### M3 wires, run 1

Scale bar: 20 µm.
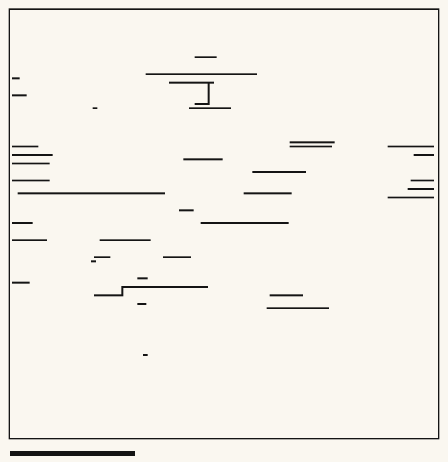
### Ports around the boundary, run 1

Scale bar: 20 µm. Pins as bars across the die edge, other pins in gray.
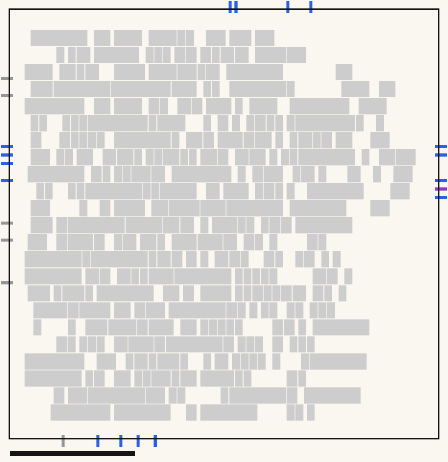
### Signal wires by layer, run 1

Scale bar: 20 µm.
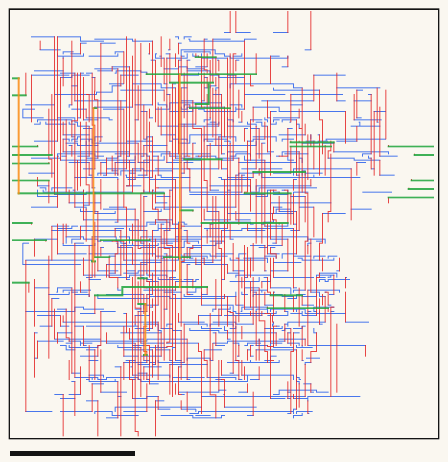
`src/rtl/bcd_stopwatch.sv`:
```
// BCD stopwatch: four-digit decimal counter with run/pause/clear control.
// A tick prescaler divides the external tick rate by TICK_DIV; each terminal
// tick advances the BCD count by one, wrapping 9999 -> 0000 with a one-cycle
// wrap pulse. start_stop and clear act on their rising edges only.
module bcd_stopwatch #(
    parameter int TICK_DIV = 100
) (
    input  logic        clk,
    input  logic        rst,
    input  logic        tick,
    input  logic        start_stop,
    input  logic        clear,
    output logic [15:0] bcd,
    output logic        running,
    output logic        wrap
);

    typedef enum logic [1:0] {
        IDLE  = 2'd0,
        RUN   = 2'd1,
        PAUSE = 2'd2
    } state_t;

    localparam logic [9:0] PRESC_MAX = 10'(TICK_DIV - 1);

    // Adds one to a four-digit BCD value; the top bit of the result is the
    // carry out of the most significant digit (9999 -> 0000 rollover).
    // A digit at or above 9 rolls to 0, so a corrupted nibble self-heals.
    function automatic logic [16:0] bcd_increment(input logic [15:0] value);
        logic [15:0] result;
        logic        carry;
        result = 16'h0000;
        carry  = 1'b1;
        for (int i = 0; i < 4; i++) begin
            if (carry) begin
                if (value[i*4 +: 4] >= 4'd9) begin
                    result[i*4 +: 4] = 4'd0;
                    carry            = 1'b1;
                end else begin
                    result[i*4 +: 4] = value[i*4 +: 4] + 4'd1;
                    carry            = 1'b0;
                end
            end else begin
                result[i*4 +: 4] = value[i*4 +: 4];
                carry            = 1'b0;
            end
        end
        return {carry, result};
    endfunction

    state_t      state_r;
    logic [15:0] bcd_r;
    logic [9:0]  presc_r;
    logic        running_r;
    logic        wrap_r;

    // Edge detector history plus an arm flag per button: a button must be
    // seen low after reset before its rising edge counts, so a level that is
    // already high at reset release never fires.
    logic        ss_q_r;
    logic        ss_arm_r;
    logic        clr_q_r;
    logic        clr_arm_r;

    logic        ss_edge_s;
    logic        clr_edge_s;
    logic        count_en_s;
    logic        presc_last_s;
    logic [15:0] bcd_next_s;
    logic        carry_s;

    // Button edge detection and tick qualification for the counter.
    always_comb begin
        ss_edge_s    = start_stop & ~ss_q_r  & ss_arm_r;
        clr_edge_s   = clear      & ~clr_q_r & clr_arm_r;
        count_en_s   = 1'b0;
        presc_last_s = 1'b0;
        {carry_s, bcd_next_s} = bcd_increment(bcd_r);
        if ((state_r == RUN) && tick && !ss_edge_s && !clr_edge_s) begin
            count_en_s = 1'b1;
        end else begin
            count_en_s = 1'b0;
        end
        if (presc_r == PRESC_MAX) begin
            presc_last_s = 1'b1;
        end else begin
            presc_last_s = 1'b0;
        end
    end

    // Sample button levels every cycle and arm each one once it is seen low.
    always_ff @(posedge clk or negedge rst) begin
        if (!rst) begin
            ss_q_r    <= 1'b0;
            ss_arm_r  <= 1'b0;
            clr_q_r   <= 1'b0;
            clr_arm_r <= 1'b0;
        end else begin
            ss_q_r    <= start_stop;
            ss_arm_r  <= ss_arm_r | ~start_stop;
            clr_q_r   <= clear;
            clr_arm_r <= clr_arm_r | ~clear;
        end
    end

    // Control FSM with prescaler, BCD digits and registered status outputs;
    // clear outranks start_stop, which outranks a tick in the same cycle.
    always_ff @(posedge clk or negedge rst) begin
        if (!rst) begin
            state_r   <= IDLE;
            bcd_r     <= 16'h0000;
            presc_r   <= 10'd0;
            running_r <= 1'b0;
            wrap_r    <= 1'b0;
        end else if (clr_edge_s) begin
            state_r   <= IDLE;
            bcd_r     <= 16'h0000;
            presc_r   <= 10'd0;
            running_r <= 1'b0;
            wrap_r    <= 1'b0;
        end else begin
            wrap_r <= 1'b0;
            case (state_r)
                IDLE: begin
                    if (ss_edge_s) begin
                        state_r   <= RUN;
                        running_r <= 1'b1;
                    end else begin
                        running_r <= 1'b0;
                    end
                end
                RUN: begin
                    if (ss_edge_s) begin
                        state_r   <= PAUSE;
                        running_r <= 1'b0;
                    end else begin
                        running_r <= 1'b1;
                        if (count_en_s) begin
                            if (presc_last_s) begin
                                presc_r <= 10'd0;
                                bcd_r   <= bcd_next_s;
                                wrap_r  <= carry_s;
                            end else begin
                                presc_r <= presc_r + 10'd1;
                            end
                        end else begin
                            presc_r <= presc_r;
                        end
                    end
                end
                PAUSE: begin
                    if (ss_edge_s) begin
                        state_r   <= RUN;
                        running_r <= 1'b1;
                    end else begin
                        running_r <= 1'b0;
                    end
                end
                default: begin
                    state_r   <= IDLE;
                    bcd_r     <= 16'h0000;
                    presc_r   <= 10'd0;
                    running_r <= 1'b0;
                end
            endcase
        end
    end

    assign bcd     = bcd_r;
    assign running = running_r;
    assign wrap    = wrap_r;

endmodule
```
`config.mk`:
```
export PLATFORM = sky130hd
export DESIGN_NAME = bcd_stopwatch
export DESIGN_NICKNAME = d
export VERILOG_FILES = /design/src/rtl/bcd_stopwatch.sv
export SDC_FILE = /design/constraint.sdc
export NUM_CORES = 1
export LEC_CHECK = 0
export ABC_AREA = 1
export ABC_CLOCK_PERIOD_IN_PS = 1570
export CAP_MARGIN = 20
export CORE_MARGIN = 2
export CORE_UTILIZATION = 51
export DETAILED_ROUTE_END_ITERATION = 8
export GPL_TIMING_DRIVEN = 0
export PLACE_DENSITY = 0.82
export SLEW_MARGIN = 10
export SYNTH_ARGS = -nofsm -noshare
export SYNTH_HDL_FRONTEND = slang
export SYNTH_SLANG_ARGS = --single-unit
```
`constraint.sdc`:
```
create_clock -name clk -period 1.57 [get_ports clk]
set_input_delay 0.2355 -clock clk [delete_from_list [all_inputs] [get_ports clk]]
set_output_delay 0.2355 -clock clk [all_outputs]
set_load 0.05 [all_outputs]
```
==> results.toml, run 1 <==
# flow metrics
[outcome]
status = "finished, violations left"
violations = "setup timing"

[power]
p_total_mw = 3.12
share_comb_of_total_power = 0.426
power_density_nw_per_um2 = 1130
swShare = 0.418
power_leader = "combinational logic"
power.leakage_nw = 1.44

[finish]
logic_gates = 211
bufAreaShareNonClock = 0.141
area_growth_pct = 30.7
comb_area_frac = 0.436

[logic_synthesis]
top_cells_by_count = "87 x nand2_1, 38 x inv_1, 34 x dfrtp_1, 32 x nand3_1, 32 x nor2_1"
yosys-stat-cells = 288
ys_warn_count = 0
synth_top_area_share = 0.402
logic_family = "simple AND/OR/NAND/NOR gates"

[floorplan]
fp_util = 0.529

[routing]
post_drt_wl_per_cell_um = 13.1
dr_wl_met2_um = 2580
drc = 0
routed.top_layer = "met4"

[timing]
hold_slack_ns = 0.00889
fin_setup_tns_ns = -0.00331
setup_viol = 1
fin_ws_ns = -0.00331
finalCriticalPeriod_ns = 1.57

[flow_run]
cap_violations = 0
warnings = 36

[clock_network]
clockBufferDepth = 2
cts_buffers = 5
clk_transition_reported_paths_ns = 0.07
htreeDepth = 2
cts_setup_buffers = 7

[worst_setup_path]
critPathTopFamily = "simple AND/OR/NAND/NOR gates"
rrSetupSlack_ns = -0.003
r2r_start = "bcd[5]"
worst-path-buf-inv = 3
startpoint_type = "register"
rr_endpoint = "bcd[13]"
cp_cell_sequence = "inv_2, ha_4, nor2_1, nand2_1, nand2_2, inv_2, nand3b_1, nand2_2, buf_6, nand3_1, nand2_1"

[grt]
top_usage_layer = "met2"
antenna_found_initial = 0
grt-ovfl-total = 0
grt_use_met2 = 0.340

[min_path]
hp-class = "in2async"
-- 'M3 wires' (at the start) --
The layer holds 4.4% of the routed length. The longest straight run is 23.2 µm. The wires run mostly horizontal.

-- 'Ports around the boundary' (at the start) --
Purple shows wrap, pins 1, direction output, edge right. Blue shows bcd, pins 16, direction output, edge 4 bottom, 4 right, 4 top, 4 left.
All pins by edge: 9 left, 5 bottom, 5 right, 4 top.

-- 'Signal wires by layer' (at the start) --
Blue shows met1, wire length 2,240 µm. Red shows met2, wire length 2,580 µm. Green shows met3, wire length 225 µm. Orange shows met4, wire length 85.0 µm.

-- run 1: cells in the final DEF, fill, tap and decap left out, types with 2 or more instances in the layout --
cell and instances:
a21oi_1 2, buf_4 20, buf_6 4, clkbuf_8 6
clkdlybuf4s15_1 3, clkdlybuf4s50_1 2, dfrtp_1 26, dfrtp_2 8
dlygate4sd2_1 14, ha_1 9, ha_2 2, ha_4 2
inv_1 33, inv_2 8, nand2_1 78, nand2_2 11
nand2_4 4, nand3_1 30, nand3_2 2, nand3b_1 2
nand4_1 8, nor2_1 28, nor2_2 4, nor2_4 4
nor3_1 2, nor4_1 2, o21ai_0 12, xor2_1 3
### Sizing map, run 1

Scale bar: 20 µm.
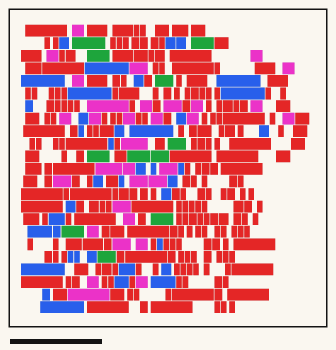

==> run 1 -> run 2 <==
--- a/config.mk
+++ b/config.mk
@@ -13,6 +13,7 @@
 export DETAILED_ROUTE_END_ITERATION = 8
 export GPL_TIMING_DRIVEN = 0
 export PLACE_DENSITY = 0.82
+export RECOVER_POWER = 100
 export SLEW_MARGIN = 10
 export SYNTH_ARGS = -nofsm -noshare
 export SYNTH_HDL_FRONTEND = slang
### Sizing map, run 2

Scale bar: 20 µm.
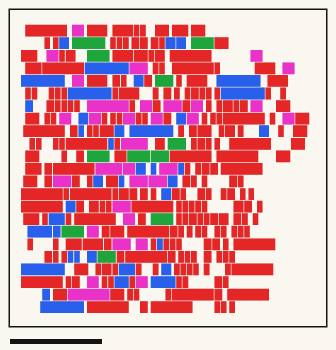
Red shows drive 1 or less, cells 258, share 76%. Green shows drive 6 and up, cells 11, share 3.2%. Blue shows drive 2, cells 39, share 11%. Magenta shows drive 3 to 4, cells 32, share 9.4%.

==> results.toml, run 2 <==
# flow metrics
[outcome]
violations = "setup timing"
status = "finished, violations left"

[finish]
area_growth_pct = 30.5
lay_top_cells = "78 x nand2_1, 33 x inv_1, 30 x nand3_1, 28 x nor2_1, 26 x dfrtp_1"
layout_top_cell = "nand2_1"

[power]
power_leader = "combinational logic"
p_total_mw = 3.12
share_comb_of_total_power = 0.426
power_density_nw_per_um2 = 1130
swShare = 0.418

[min_path]
hp-class = "in2async"

[routing]
drt_iter0_markers = 132
post_drt_wl_per_cell_um = 13.1
drc = 0

[worst_setup_path]
r2r_start = "bcd[5]"
rr_endpoint = "bcd[13]"
startpoint_type = "register"
rrSetupSlack_ns = -0.003

[clock_network]
cts_buffers = 5
cts-root-buf = "clkbuf_8"
clk_latency_ns = 0.29
cts_setup_buffers = 7
clockBufferDepth = 2
htreeDepth = 2
cts_resized = 27
clk_transition_reported_paths_ns = 0.07

[logic_synthesis]
synth_top_area_share = 0.402
ys_warn_count = 0
logic_family = "simple AND/OR/NAND/NOR gates"
top_cells_by_count = "87 x nand2_1, 38 x inv_1, 34 x dfrtp_1, 32 x nand3_1, 32 x nor2_1"
yosys-stat-cells = 288

[timing]
fin_setup_tns_ns = -0.00302
fin_ws_ns = -0.00302
timing.fmax_mhz = 636
hold_slack_ns = 0.0364
setup_viol = 1

[grt]
antenna_found_initial = 0

[floorplan]
fp_util = 0.529

[flow_run]
warnings = 36
cap_violations = 0

[placement]
post-place-ws_ns = -0.368
==> run 2: worst max-delay path: stages, from the launching register on <==
cell	delay (ns)
dfrtp_2	0.40
inv_2	0.07
ha_4	0.15
nor2_1	0.10
nand2_1	0.07
nand2_2	0.12
inv_2	0.05
nand3b_1	0.12
nand2_2	0.13
buf_6	0.14
nand3_1	0.06
nand2_1	0.05
==> run 2: final cells by class <==
cell class	count	area [µm²]
Sequential cell	34	861
Multi-Input combinational cell	211	1200
Clock buffer	7	86.3
Tap cell	50	62.6
Clock inverter	1	5.00
Buffer	2	18.8
Timing Repair Buffer	44	369
Inverter	41	154
Fill cell	307	1240
==> run 2: metal layers <==
layer,global-route usage,up-vias,routed length (µm)
met1,0.292,982,2240
met3,0.0461,9,225
li1,-,1013,-
met4,0.0825,0,85
met2,0.340,58,2580
met5,0,-,0
